Figure 1. Pin placement (run 1).
Drawn at 1.5 px/um. Pins as bars across the die edge, other pins in gray.
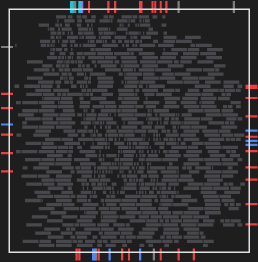
Figure 2. Cell classes on the final placement (run 1).
Drawn at 2 px/um. Fill, decap, tap and diode cells in gray.
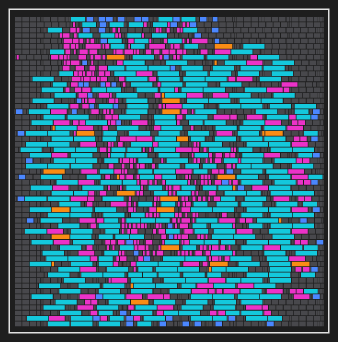
Figure 3. Signal wires on met2 (run 1).
Drawn at 2 px/um.
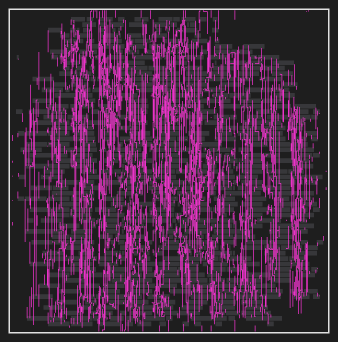
==> src/rtl/deserializer_task_9_pkg.sv <==
// Shared types and constants for the 4-lane byte deserializer.
package deserializer_task_9_pkg;

    localparam int LANES  = 4;
    localparam int BYTE_W = 8;
    localparam int CNT_W  = $clog2(LANES);

    typedef logic [BYTE_W-1:0] byte_t;
    // Packed so a whole frame can live in one FIFO word; index 0 = first byte.
    typedef byte_t [LANES-1:0] frame_t;

    typedef enum logic [0:0] {
        s_IDLE    = 1'b0,
        s_COLLECT = 1'b1
    } collector_state_t;

    // Lane index following idx; wraps from LANES-1 back to 0.
    function automatic logic [CNT_W-1:0] lane_next(input logic [CNT_W-1:0] idx);
        return idx + CNT_W'(1);
    endfunction

endpackage

==> src/rtl/deserializer_fifo_task_9.sv <==
// Synchronous frame FIFO with show-ahead read data (q is the head entry).
// A write while full is accepted only when a read happens in the same cycle.
module deserializer_fifo_task_9
    import deserializer_task_9_pkg::*;
#(
    parameter int DEPTH = 8
) (
    input  logic                   clk,
    input  logic                   sclr,
    input  logic                   wrreq,
    input  logic                   rdreq,
    input  frame_t                 data,
    output frame_t                 q,
    output logic                   empty,
    output logic                   full,
    output logic [$clog2(DEPTH):0] usedw
);

    localparam int AW = $clog2(DEPTH);

    frame_t          mem_q [DEPTH];
    logic [AW-1:0]   wr_ptr_q;
    logic [AW-1:0]   rd_ptr_q;
    logic [AW:0]     count_q;
    logic            wr_s;
    logic            rd_s;

    // Qualify requests against the current fill state.
    always_comb begin
        rd_s = rdreq && (count_q != '0);
        wr_s = wrreq && ((count_q != (AW+1)'(DEPTH)) || rd_s);
    end

    // Storage array; contents need no reset because the pointers gate reads.
    always_ff @(posedge clk) begin
        if (wr_s) begin
            mem_q[wr_ptr_q] <= data;
        end
    end

    // Pointers and occupancy count.
    always_ff @(posedge clk) begin
        if (sclr) begin
            wr_ptr_q <= '0;
            rd_ptr_q <= '0;
            count_q  <= '0;
        end else begin
            if (wr_s) begin
                wr_ptr_q <= wr_ptr_q + AW'(1);
            end
            if (rd_s) begin
                rd_ptr_q <= rd_ptr_q + AW'(1);
            end
            case ({wr_s, rd_s})
                2'b10:   count_q <= count_q + (AW+1)'(1);
                2'b01:   count_q <= count_q - (AW+1)'(1);
                default: count_q <= count_q;
            endcase
        end
    end

    assign q     = mem_q[rd_ptr_q];
    assign empty = (count_q == '0);
    assign full  = (count_q == (AW+1)'(DEPTH));
    assign usedw = count_q;

endmodule

==> src/rtl/deserializer_task_9.sv <==
// Byte-stream to 4-byte frame deserializer with frame FIFO and registered
// first-word-fall-through output stage.
// Optional feature: define DESERIALIZER_TIMEOUT_EN to discard partial frames
// after TIMEOUT idle cycles (sticky o_timeout). Without it o_timeout is 0.
module deserializer_task_9
    import deserializer_task_9_pkg::*;
#(
    parameter int DEPTH   = 8,
    parameter int TIMEOUT = 16
) (
    input  logic                   i_clk,
    input  logic                   i_rst,
    input  logic [7:0]             i_data,
    input  logic                   i_valid,
    output logic [7:0]             o_data [4],
    output logic                   o_valid,
    input  logic                   i_ready,
    output logic                   o_busy,
    output logic [$clog2(DEPTH):0] o_level,
    output logic                   o_overflow,
    output logic                   o_timeout
);

    if (DEPTH < 2 || (DEPTH & (DEPTH - 1)) != 0 || TIMEOUT < 1) begin : g_param_check
        $error("deserializer_task_9: DEPTH must be a power of two >= 2, TIMEOUT >= 1");
    end

    // Collector
    collector_state_t  state_q, state_d;
    logic [CNT_W-1:0]  byte_cnt_q, byte_cnt_d;
    frame_t            lanes_q;
    frame_t            done_frame_s;
    logic              lane_we_s;
    logic              frame_done_s;
    logic              timeout_hit_s;
    logic              push_q;
    frame_t            push_frame_q;
    logic              busy_q;

    // Output stage / FIFO glue
    frame_t            out_frame_q;
    logic              out_valid_q;
    logic              overflow_q;
    logic              out_load_s;
    logic              fifo_pop_s;
    logic              fifo_push_s;
    logic              bypass_s;
    logic              drop_s;
    frame_t            fifo_q_s;
    logic              fifo_empty_s;
    logic              fifo_full_s;
    logic [$clog2(DEPTH):0] fifo_usedw_s;

`ifdef DESERIALIZER_TIMEOUT_EN
    localparam int IDLE_W = $clog2(TIMEOUT + 1);
    logic [IDLE_W-1:0] idle_q;
    logic              timeout_q;

    // A byte arriving on the expiry cycle wins over the timeout.
    assign timeout_hit_s = (byte_cnt_q != '0) && !i_valid &&
                           (idle_q == IDLE_W'(TIMEOUT - 1));

    // Idle counter runs only while a partial frame is held.
    always_ff @(posedge i_clk) begin
        if (i_rst) begin
            idle_q    <= '0;
            timeout_q <= 1'b0;
        end else begin
            if (i_valid || (byte_cnt_q == '0) || timeout_hit_s) begin
                idle_q <= '0;
            end else begin
                idle_q <= idle_q + IDLE_W'(1);
            end
            if (timeout_hit_s) begin
                timeout_q <= 1'b1;
            end
        end
    end

    assign o_timeout = timeout_q;
`else
    assign timeout_hit_s = 1'b0;
    assign o_timeout     = 1'b0;
`endif

    // Collector FSM state and lane registers.
    always_ff @(posedge i_clk) begin
        if (i_rst) begin
            state_q      <= s_IDLE;
            byte_cnt_q   <= '0;
            lanes_q      <= '0;
            push_q       <= 1'b0;
            push_frame_q <= '0;
            busy_q       <= 1'b0;
        end else begin
            state_q    <= state_d;
            byte_cnt_q <= byte_cnt_d;
            if (lane_we_s) begin
                lanes_q[byte_cnt_q] <= i_data;
            end
            push_q <= frame_done_s;
            if (frame_done_s) begin
                push_frame_q <= done_frame_s;
            end
            busy_q <= (byte_cnt_q != '0);
        end
    end

    // Collector FSM next-state and byte counter.
    always_comb begin
        state_d    = state_q;
        byte_cnt_d = byte_cnt_q;
        case (state_q)
            s_IDLE: begin
                if (i_valid) begin
                    state_d    = s_COLLECT;
                    byte_cnt_d = CNT_W'(1);
                end else begin
                    state_d    = s_IDLE;
                end
            end
            s_COLLECT: begin
                if (i_valid) begin
                    byte_cnt_d = lane_next(byte_cnt_q);
                    if (byte_cnt_q == CNT_W'(LANES - 1)) begin
                        state_d = s_IDLE;
                    end else begin
                        state_d = s_COLLECT;
                    end
                end else if (timeout_hit_s) begin
                    state_d    = s_IDLE;
                    byte_cnt_d = '0;
                end else begin
                    state_d    = s_COLLECT;
                end
            end
            default: begin
                state_d    = s_IDLE;
                byte_cnt_d = '0;
            end
        endcase
    end

    // Collector FSM outputs: lane write strobe and completed-frame assembly.
    always_comb begin
        lane_we_s    = 1'b0;
        frame_done_s = 1'b0;
        done_frame_s = lanes_q;
        case (state_q)
            s_IDLE: begin
                lane_we_s = i_valid;
            end
            s_COLLECT: begin
                lane_we_s    = i_valid;
                frame_done_s = i_valid && (byte_cnt_q == CNT_W'(LANES - 1));
            end
            default: begin
                lane_we_s = 1'b0;
            end
        endcase
        done_frame_s[byte_cnt_q] = i_data;
    end

    // Output-stage steering: FIFO head first, else a fresh push bypasses the FIFO.
    always_comb begin
        out_load_s  = !out_valid_q || i_ready;
        fifo_pop_s  = out_load_s && !fifo_empty_s;
        bypass_s    = out_load_s && fifo_empty_s && push_q;
        fifo_push_s = push_q && !bypass_s;
        drop_s      = fifo_push_s && fifo_full_s && !fifo_pop_s;
    end

    deserializer_fifo_task_9 #(
        .DEPTH (DEPTH)
    ) u_fifo (
        .clk   (i_clk),
        .sclr  (i_rst),
        .wrreq (fifo_push_s && !drop_s),
        .rdreq (fifo_pop_s),
        .data  (push_frame_q),
        .q     (fifo_q_s),
        .empty (fifo_empty_s),
        .full  (fifo_full_s),
        .usedw (fifo_usedw_s)
    );

    // Output register and sticky overflow flag.
    always_ff @(posedge i_clk) begin
        if (i_rst) begin
            out_frame_q <= '0;
            out_valid_q <= 1'b0;
            overflow_q  <= 1'b0;
        end else begin
            if (fifo_pop_s) begin
                out_frame_q <= fifo_q_s;
                out_valid_q <= 1'b1;
            end else if (bypass_s) begin
                out_frame_q <= push_frame_q;
                out_valid_q <= 1'b1;
            end else if (out_load_s) begin
                out_valid_q <= 1'b0;
            end else begin
                out_valid_q <= out_valid_q;
            end
            if (drop_s) begin
                overflow_q <= 1'b1;
            end
        end
    end

    for (genvar g = 0; g < LANES; g++) begin : g_out_lane
        assign o_data[g] = out_frame_q[g];
    end

    assign o_valid    = out_valid_q;
    assign o_busy     = busy_q;
    assign o_level    = fifo_usedw_s;
    assign o_overflow = overflow_q;

endmodule

==> config.mk <==
export PLATFORM = sky130hd
export DESIGN_NAME = deserializer_task_9
export DESIGN_NICKNAME = d
export VERILOG_FILES = /design/src/rtl/deserializer_task_9_pkg.sv /design/src/rtl/deserializer_fifo_task_9.sv /design/src/rtl/deserializer_task_9.sv
export SDC_FILE = /design/constraint.sdc
export NUM_CORES = 1
export LEC_CHECK = 0
export ABC_AREA = 0
export CAP_MARGIN = 20
export CORE_AREA = 2 2 157 159
export CTS_CLUSTER_DIAMETER = 150
export CTS_CLUSTER_SIZE = 30
export DETAILED_ROUTE_END_ITERATION = 6
export DIE_AREA = 0 0 159 161
export MAX_ROUTING_LAYER = met4
export PLACE_DENSITY = 0.77
export REMOVE_ABC_BUFFERS = 1
export SLEW_MARGIN = 10
export SYNTH_ARGS = -nofsm -noshare
export SYNTH_HDL_FRONTEND = slang
export SYNTH_SLANG_ARGS = --single-unit
==> constraint.sdc <==
create_clock -name i_clk -period 18.3 [get_ports i_clk]
set_input_delay 5.49 -clock i_clk [delete_from_list [all_inputs] [get_ports i_clk]]
set_output_delay 5.49 -clock i_clk [all_outputs]
set_load 0.1 [all_outputs]
==> results.py, run 1 <==
# Metrics from the implementation run
metrics = {
    "final_layout": {
        "layout.non_clock_buffers": 67,
        "flow.area_growth_from_synthesis_pct": 8.91,
        "clock_cell_area_share_pct": 3.18,
        "mi_logic_area_mm2": 0.00383,
        "final_design_area_no_fill_mm2": 0.0152,
        "seq_share_pct": 64.8,
        "signal_buffer_area_fraction_pct": 4.11,
        "lay_top_count": "sky130_fd_sc_hd__edfxtp_1",
        "registers.top_by_ff_count": "u_fifo.mem_q",
        "mostFrequentLayoutCells": "256 x sky130_fd_sc_hd__edfxtp_1, 106 x sky130_fd_sc_hd__dfxtp_1, 64 x sky130_fd_sc_hd__mux4_2",
        "non_clock_inverter_count": 5,
        "drive_above_1_share_pct": 13.5,
        "number_of_multi_input_logic_gates": 420,
        "combAreaFraction_pct": 25.2,
        "area_dominant_cell_class_after_layout": "sequential cells",
    },
    "global_route": {
        "grtUsageMet1_pct": 30.9,
        "use_met2_pct": 34.9,
        "antenna_found_initial": 0,
        "first_global_vias": 7309,
    },
    "synthesis": {
        "synth-simple-area-share_pct": 5.20,
        "synth_async_sr_flop_share_pct": 0,
        "ys_top_cells_by_area": "sky130_fd_sc_hd__edfxtp_1 55%, sky130_fd_sc_hd__dfxtp_1 15%, sky130_fd_sc_hd__mux4_2 10%",
        "synth_top_cell_by_area": "sky130_fd_sc_hd__edfxtp_1",
        "flop_cell": "sky130_fd_sc_hd__edfxtp_1",
        "muxShareOfSynthArea_pct": 13.2,
        "synth.cellmix.compoundShare_pct": 7.34,
        "ys_area_mm2": 0.0140,
        "postSynthAreaPerCell_um2": 16.3,
        "edf_count": 256,
        "synth_adder_area_share_pct": 0.806,
        "synth_flops": 364,
    },
    "clocking": {
        "clockBufferDepth": 3,
        "cts.root.buffer_cell": "sky130_fd_sc_hd__clkbuf_16",
        "clock_latency_ns": 0.52,
        "post_cts_resize_count": 0,
    },
    "power": {
        "power_report.internal_total_mw": 1.29,
        "combinationalPowerShare_pct": 29.9,
        "power_consumed_by_the_clock_network_mw": 0.416,
        "comb_power_mw": 0.584,
        "power_per_unit_of_standard_cell_area_mw_per_mm2": 128,
    },
    "floorplan": {
        "die_height_um": 161,
        "core_area_mm2": 0.0240,
        "die_area_mm2": 0.0256,
    },
    "drt": {
        "met2WireLength_um": 13400,
        "avgViaCountPerCell": 6.21,
        "routed-via-count": 7507,
        "postRouteAntennaNets": 0,
        "top_layer": "met4",
    },
    "critical_path": {
        "setup.worst_path.start_class": "input port",
        "timing.critical_path.to_type": "register",
        "cp-startpoint": "i_ready",
        "r2r-start": "u_fifo.usedw[1]",
        "crit_path_top_delay_cell": "sky130_fd_sc_hd__clkdlybuf4s50_1",
        "critical_path.n_buffers_inverters": 2,
        "critPathRequiredTime_ns": 18.76,
    },
    "sta": {
        "rsz0062_at_grt": "no",
        "relative_max_transition_margin_pct": 26.1,
    },
    "placed_design": {
        "cells_after_dpl": 1180,
        "placement.cell_area_mm2": 0.0147,
    },
    "outcome": {
        "run_status": "finished, final reports clean",
    },
}
Notes on Figure 1 above:
color	port	pins	direction	edge
red	o_data	32	output	10 right, 9 top, 8 bottom, 5 left
blue	i_data	8	input	4 bottom, 3 right, 1 left
purple	o_overflow	1	output	top
cyan	o_level	4	output	top
all pins by edge	18 top, 14 bottom, 13 right, 7 left

Notes on Figure 2 above:
color	class	cells	share of their area
cyan	flip-flops	364	67%
blue	other buffers and delay cells	67	4.2%
orange	clock drivers and dummy loads	28	3.3%
magenta	all other logic	425	26%

Notes on Figure 3 above:
wire length on this layer	13,400 um
main direction	vertical
longest straight run	75.5 um
nets with wire on the layer	767

==> run 2, diff against run 1 <==
clock period = 7.3 ns   (was 18.3 ns; I/O delays follow)
Figure 4. Clock nets (run 2).
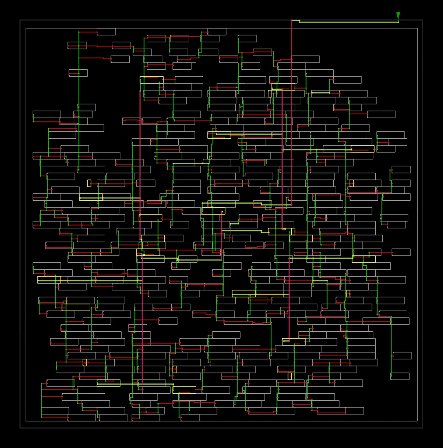
final worst clock skew: 0.0367 ns
power consumed by the clock network: 1.06 mW
seq_cells: 364
clock insertion delay at the later pin of the skew report: 0.52 ns
clkbuf count: 27

Figure 5. Cell classes on the final placement (run 2).
Drawn at 2 px/um. Fill, decap, tap and diode cells in gray.
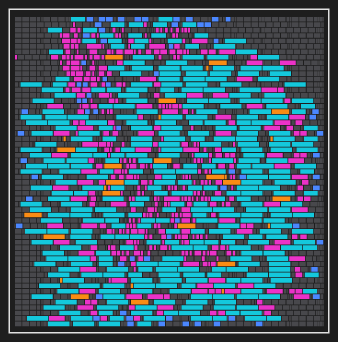
color	class	cells	share of their area
cyan	flip-flops	364	66%
blue	other buffers and delay cells	67	4.2%
orange	clock drivers and dummy loads	28	3.3%
magenta	all other logic	425	26%

Figure 6. Signal wires on met2 (run 2).
Drawn at 2 px/um.
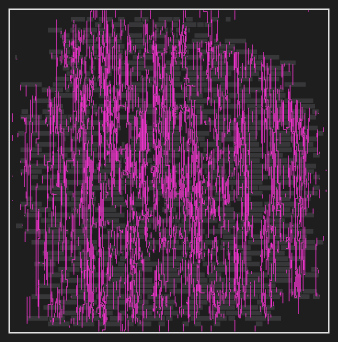
share of all routed wire	50%
nets with wire on the layer	763
wire length on this layer	13,500 um

==> results.py, run 2 <==
# Metrics from the implementation run
metrics = {
    "synthesis": {
        "flop_cell": "sky130_fd_sc_hd__edfxtp_1",
        "muxShareOfSynthArea_pct": 13.2,
        "synth_top_cell_by_area": "sky130_fd_sc_hd__edfxtp_1",
        "synth_async_sr_flop_share_pct": 0,
        "synth_adder_area_share_pct": 0.806,
        "synth_flops": 364,
        "ys_area_mm2": 0.0140,
        "synth-simple-area-share_pct": 5.20,
        "synth.cellmix.compoundShare_pct": 7.34,
    },
    "floorplan": {
        "die_height_um": 161,
        "die_area_mm2": 0.0256,
        "core_area_mm2": 0.0240,
    },
    "clocking": {
        "clockBufferDepth": 3,
        "post_cts_resize_count": 0,
        "cts.root.buffer_cell": "sky130_fd_sc_hd__clkbuf_16",
    },
    "sta": {
        "relative_max_transition_margin_pct": 27.5,
    },
    "critical_path": {
        "critical_path.n_buffers_inverters": 2,
        "r2r-start": "u_fifo.usedw[1]",
        "cp-startpoint": "i_ready",
        "crit_path_top_delay_cell": "sky130_fd_sc_hd__clkdlybuf4s50_1",
        "timing.critical_path.to_type": "register",
        "setup.worst_path.start_class": "input port",
    },
    "placed_design": {
        "cells_after_dpl": 1180,
    },
    "drt": {
        "postRouteAntennaNets": 0,
        "routed-via-count": 7383,
        "met2WireLength_um": 13500,
        "avgViaCountPerCell": 6.11,
    },
    "final_layout": {
        "seq_share_pct": 64.7,
        "area_dominant_cell_class_after_layout": "sequential cells",
        "mostFrequentLayoutCells": "256 x sky130_fd_sc_hd__edfxtp_1, 106 x sky130_fd_sc_hd__dfxtp_1, 64 x sky130_fd_sc_hd__mux4_2",
        "registers.top_by_ff_count": "u_fifo.mem_q",
        "signal_buffer_area_fraction_pct": 4.11,
        "non_clock_inverter_count": 5,
        "clock_cell_area_share_pct": 3.24,
        "lay_top_count": "sky130_fd_sc_hd__edfxtp_1",
        "flow.area_growth_from_synthesis_pct": 8.97,
        "layout.non_clock_buffers": 67,
        "mi_logic_area_mm2": 0.00383,
        "final_design_area_no_fill_mm2": 0.0152,
    },
    "power": {
        "power_per_unit_of_standard_cell_area_mw_per_mm2": 323,
        "power_report.internal_total_mw": 3.25,
        "combinationalPowerShare_pct": 29.7,
    },
    "global_route": {
        "antenna_found_initial": 0,
        "use_met2_pct": 36.0,
    },
    "outcome": {
        "run_status": "finished, final reports clean",
    },
}
Power figures rest on the tool's default switching activity, not on a simulated workload.
